Figure 1. Sequential cells colored by netlist name.
Scale bar: 50 µm. Other sequential cells in the stronger gray, the rest of the logic in the fainter gray.
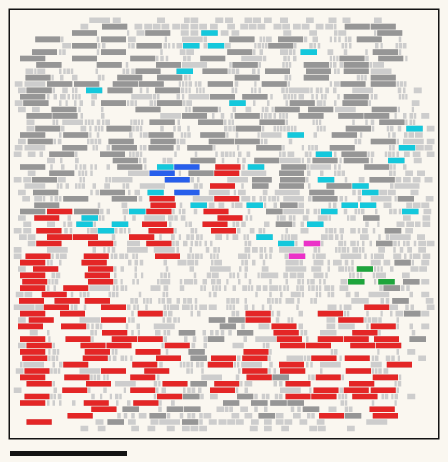
Figure 2. Placed standard cells.
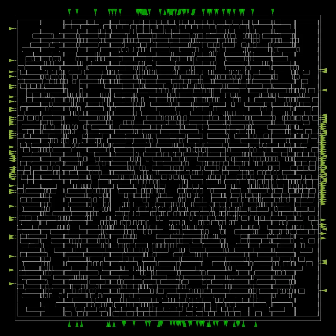
**src/rtl/bp_resolve_queue.sv**
```systemverilog
// In-order queue of outstanding branch predictions; checks the oldest one against the
// execute-stage outcome, drives the predictor update stream and the fetch redirect.
module bp_resolve_queue #(
  parameter int unsigned DEPTH = 4,
  parameter int unsigned PC_W  = 32
) (
  input  logic                     clk_i,
  input  logic                     rst_i,
  input  logic                     en_i,
  input  logic                     push_i,
  input  logic [PC_W-1:0]          push_pc_i,
  input  logic                     push_taken_i,
  input  logic [PC_W-1:0]          push_target_i,
  output logic                     full_o,
  input  logic                     resolve_i,
  input  logic                     resolve_taken_i,
  input  logic [PC_W-1:0]          resolve_target_i,
  output logic                     update_en_o,
  output logic [PC_W-1:0]          update_pc_o,
  output logic                     update_taken_o,
  output logic                     mispredict_o,
  output logic [PC_W-1:0]          redirect_pc_o,
  output logic                     empty_o,
  output logic [$clog2(DEPTH):0]   count_o
);

  localparam int unsigned PTR_W = $clog2(DEPTH);
  localparam int unsigned CNT_W = PTR_W + 1;

  typedef enum logic {
    ST_RUN   = 1'b0,
    ST_FLUSH = 1'b1
  } state_e;

  state_e             state_q, state_d;
  logic [PTR_W-1:0]   rd_ptr_q, rd_ptr_d;
  logic [PTR_W-1:0]   wr_ptr_q, wr_ptr_d;
  logic [CNT_W-1:0]   count_q, count_d;
  logic               update_en_q, update_en_d;
  logic [PC_W-1:0]    update_pc_q, update_pc_d;
  logic               update_taken_q, update_taken_d;
  logic               mispredict_q, mispredict_d;
  logic [PC_W-1:0]    redirect_pc_q, redirect_pc_d;

  logic [PC_W-1:0]    pc_mem     [DEPTH];
  logic               taken_mem  [DEPTH];
  logic [PC_W-1:0]    target_mem [DEPTH];

  logic               full_c, empty_c;
  logic               push_acc_c, res_acc_c, wr_en_c, mis_c;
  logic [PC_W-1:0]    head_pc_c, head_target_c, redirect_c;
  logic               head_taken_c;

  assign full_c     = (count_q == CNT_W'(DEPTH)) | (state_q == ST_FLUSH);
  assign empty_c    = (count_q == '0);
  assign push_acc_c = en_i & push_i & ~full_c;
  assign res_acc_c  = en_i & resolve_i & ~empty_c;

  assign head_pc_c     = pc_mem[rd_ptr_q];
  assign head_taken_c  = taken_mem[rd_ptr_q];
  assign head_target_c = target_mem[rd_ptr_q];

  assign mis_c = (head_taken_c != resolve_taken_i) |
                 (head_taken_c & resolve_taken_i & (head_target_c != resolve_target_i));
  assign redirect_c = resolve_taken_i ? resolve_target_i : head_pc_c + PC_W'(4);

  // A mispredicted resolve discards every younger entry, including a same-cycle push.
  assign wr_en_c = push_acc_c & ~(res_acc_c & mis_c);

  always_comb begin
    state_d        = state_q;
    rd_ptr_d       = rd_ptr_q;
    wr_ptr_d       = wr_ptr_q;
    count_d        = count_q;
    update_en_d    = 1'b0;
    update_pc_d    = update_pc_q;
    update_taken_d = update_taken_q;
    mispredict_d   = 1'b0;
    redirect_pc_d  = redirect_pc_q;

    case (state_q)
      ST_RUN: begin
        if (res_acc_c) begin
          update_en_d    = 1'b1;
          update_pc_d    = head_pc_c;
          update_taken_d = resolve_taken_i;
          mispredict_d   = mis_c;
          redirect_pc_d  = redirect_c;
          if (mis_c) begin
            state_d  = ST_FLUSH;
            rd_ptr_d = '0;
            wr_ptr_d = '0;
            count_d  = '0;
          end else begin
            rd_ptr_d = rd_ptr_q + PTR_W'(1);
            if (push_acc_c) begin
              wr_ptr_d = wr_ptr_q + PTR_W'(1);
            end else begin
              count_d = count_q - CNT_W'(1);
            end
          end
        end else if (push_acc_c) begin
          wr_ptr_d = wr_ptr_q + PTR_W'(1);
          count_d  = count_q + CNT_W'(1);
        end
      end
      ST_FLUSH: begin
        if (en_i) begin
          state_d = ST_RUN;
        end
      end
      default: state_d = ST_RUN;
    endcase
  end

  always_ff @(posedge clk_i) begin
    if (rst_i) begin
      state_q        <= ST_RUN;
      rd_ptr_q       <= '0;
      wr_ptr_q       <= '0;
      count_q        <= '0;
      update_en_q    <= 1'b0;
      update_pc_q    <= '0;
      update_taken_q <= 1'b0;
      mispredict_q   <= 1'b0;
      redirect_pc_q  <= '0;
    end else begin
      state_q        <= state_d;
      rd_ptr_q       <= rd_ptr_d;
      wr_ptr_q       <= wr_ptr_d;
      count_q        <= count_d;
      update_en_q    <= update_en_d;
      update_pc_q    <= update_pc_d;
      update_taken_q <= update_taken_d;
      mispredict_q   <= mispredict_d;
      redirect_pc_q  <= redirect_pc_d;
    end
  end

  // Entry payload needs no reset: count_q alone decides which slots are valid.
  always_ff @(posedge clk_i) begin
    if (!rst_i && wr_en_c) begin
      pc_mem[wr_ptr_q]     <= push_pc_i;
      taken_mem[wr_ptr_q]  <= push_taken_i;
      target_mem[wr_ptr_q] <= push_target_i;
    end
  end

  assign full_o         = full_c;
  assign empty_o        = empty_c;
  assign count_o        = count_q;
  assign update_en_o    = update_en_q;
  assign update_pc_o    = update_pc_q;
  assign update_taken_o = update_taken_q;
  assign mispredict_o   = mispredict_q;
  assign redirect_pc_o  = redirect_pc_q;

endmodule

```
**config.mk**
```make
export PLATFORM = sky130hd
export DESIGN_NAME = bp_resolve_queue
export DESIGN_NICKNAME = d
export VERILOG_FILES = /design/src/rtl/bp_resolve_queue.sv
export SDC_FILE = /design/constraint.sdc
export NUM_CORES = 1
export LEC_CHECK = 0
export ABC_AREA = 1
export CAP_MARGIN = 20
export CORE_UTILIZATION = 45
export CTS_CLUSTER_DIAMETER = 40
export CTS_CLUSTER_SIZE = 10
export DETAILED_ROUTE_END_ITERATION = 10
export HOLD_SLACK_MARGIN = 0.03
export PLACE_DENSITY_LB_ADDON = 0.05
export SLEW_MARGIN = 20
export SYNTH_ARGS = -nofsm -noshare
export SYNTH_HDL_FRONTEND = slang
export SYNTH_SLANG_ARGS = --single-unit
```
**constraint.sdc**
```tcl
create_clock -name clk_i -period 6.29 [get_ports clk_i]
set_input_delay 1.258 -clock clk_i [delete_from_list [all_inputs] [get_ports clk_i]]
set_output_delay 1.258 -clock clk_i [all_outputs]
set_load 0.03 [all_outputs]
```
==> flow_metrics.env <==
# source this file to load flow results
export IMPL_ys_top_cells_by_area="edfxtp_1 53%, nand2_1 11%, dfxtp_1 11%"
export IMPL_crit_arrival_ns=4.56
export IMPL_ys_warnings_count=0
export IMPL_cap_viol_max_count=0
export IMPL_top_layer="met4"
export IMPL_routabilityCongestion=0.9009
export IMPL_run_status="complete, no violations"
export IMPL_p_comb_frac=0.127
export IMPL_syn_area_um2=14670
export IMPL_vias_per_cell=5.217
export IMPL_first_pass_grt_wire_length_mm=62.61
export IMPL_hpwlAfterDp_mm=26.81
export IMPL_sum_of_negative_setup_slack_ns=0
export IMPL_most_common_layout_cells="449 x nand2_1, 260 x edfxtp_1, 184 x nand3_1"
export IMPL_final_layout_size_suffix_gt1_frac=0.1021
export IMPL_p_int_mw=4.473
export IMPL_final_common_cell="nand2_1"
export IMPL_path_buffers=2
export IMPL_grt_overflow_total=0
export IMPL_timing_final_crit_period_ns=4.350
export IMPL_post_synth_top_area_cell="edfxtp_1"
export IMPL_placement_setup_worst_slack_ns=1.702
Back to the opening pictures, Figure 1:
legend:
  red:
    name_in_the_netlist: pc_mem
    placed_flops: 128
  blue:
    name_in_the_netlist: taken_mem
    placed_flops: 4
    where: center
  green:
    name_in_the_netlist: count_o
    placed_flops: 3
  cyan:
    name_in_the_netlist: redirect_pc_o
    placed_flops: 32
  magenta:
    name_in_the_netlist: wr_ptr_q
    placed_flops: 2
not colored: 168
sequential logic power: 2.53 mW
Seq area share: 0.5110
final core utilization: 0.5756

Back to the opening pictures, Figure 2:
Well Taps: 435
Final Instance Count excl. Fillers: 2090
core footprint: 31800 µm²

-- through the flow --
step           utilization  total power, mW  std cells  hold WS, ns  area, µm²
2_1_floorplan            -            3.033       1443       0.4481      14670
3_3_place_gp        0.5239            3.333       1999       0.4536      16660
3_5_place_dp        0.5239            3.338       1999       0.4623      16660
4_1_cts             0.5756            6.073       2090       0.4705      18310
5_1_grt             0.5756            6.244       2090       0.4913      18310
6_report            0.5756            6.026       2090       0.4676      18310
-- metal layers --
metal  up-vias  global-route usage
met5         -                   0
met4         0             0.06723
met3        66             0.04171
met2       406              0.3968
met1      5147              0.3631
li1       5284                   -
-- registers in the layout, summed over array words and instances, names as in the netlist, named ones only --
register and count:
redirect_pc_o 32, rd_ptr_q 2, mispredict_o 1, taken_mem 4
state_q 1, update_en_o 1, target_mem 128, update_pc_o 32
wr_ptr_q 2, count_o 3, pc_mem 128, update_taken_o 1
-- layout make-up --
class	instances	area [µm²]	area share
Sequential cell	337	9354	0.5110
Clock buffer	65	1326	0.07245
Tap cell	435	544.3	0.02973
Clock inverter	26	319.1	0.01743
Inverter	89	341.6	0.01866
Timing Repair Buffer	188	1884	0.1029
Multi-Input combinational cell	950	4536	0.2478
-- kinds of logic after synthesis --
family | synth area share
XOR/XNOR | 0.004181
AND-OR/OR-AND | 0.06083
AND/OR/NAND/NOR | 0.2342
flip-flops | 0.6375
buffers and inverters | 0.05563
adder cells (fa/ha/maj) | 0.007679
-- worst register-to-register path: cells and delay by family (launching register included) --
kind,cells,cell delay [ns]
and+or+nand+nor,15,2.34
buffers and inverters,2,0.85
DFF,1,0.78
Power figures rest on the tool's default switching activity, not on a simulated workload.
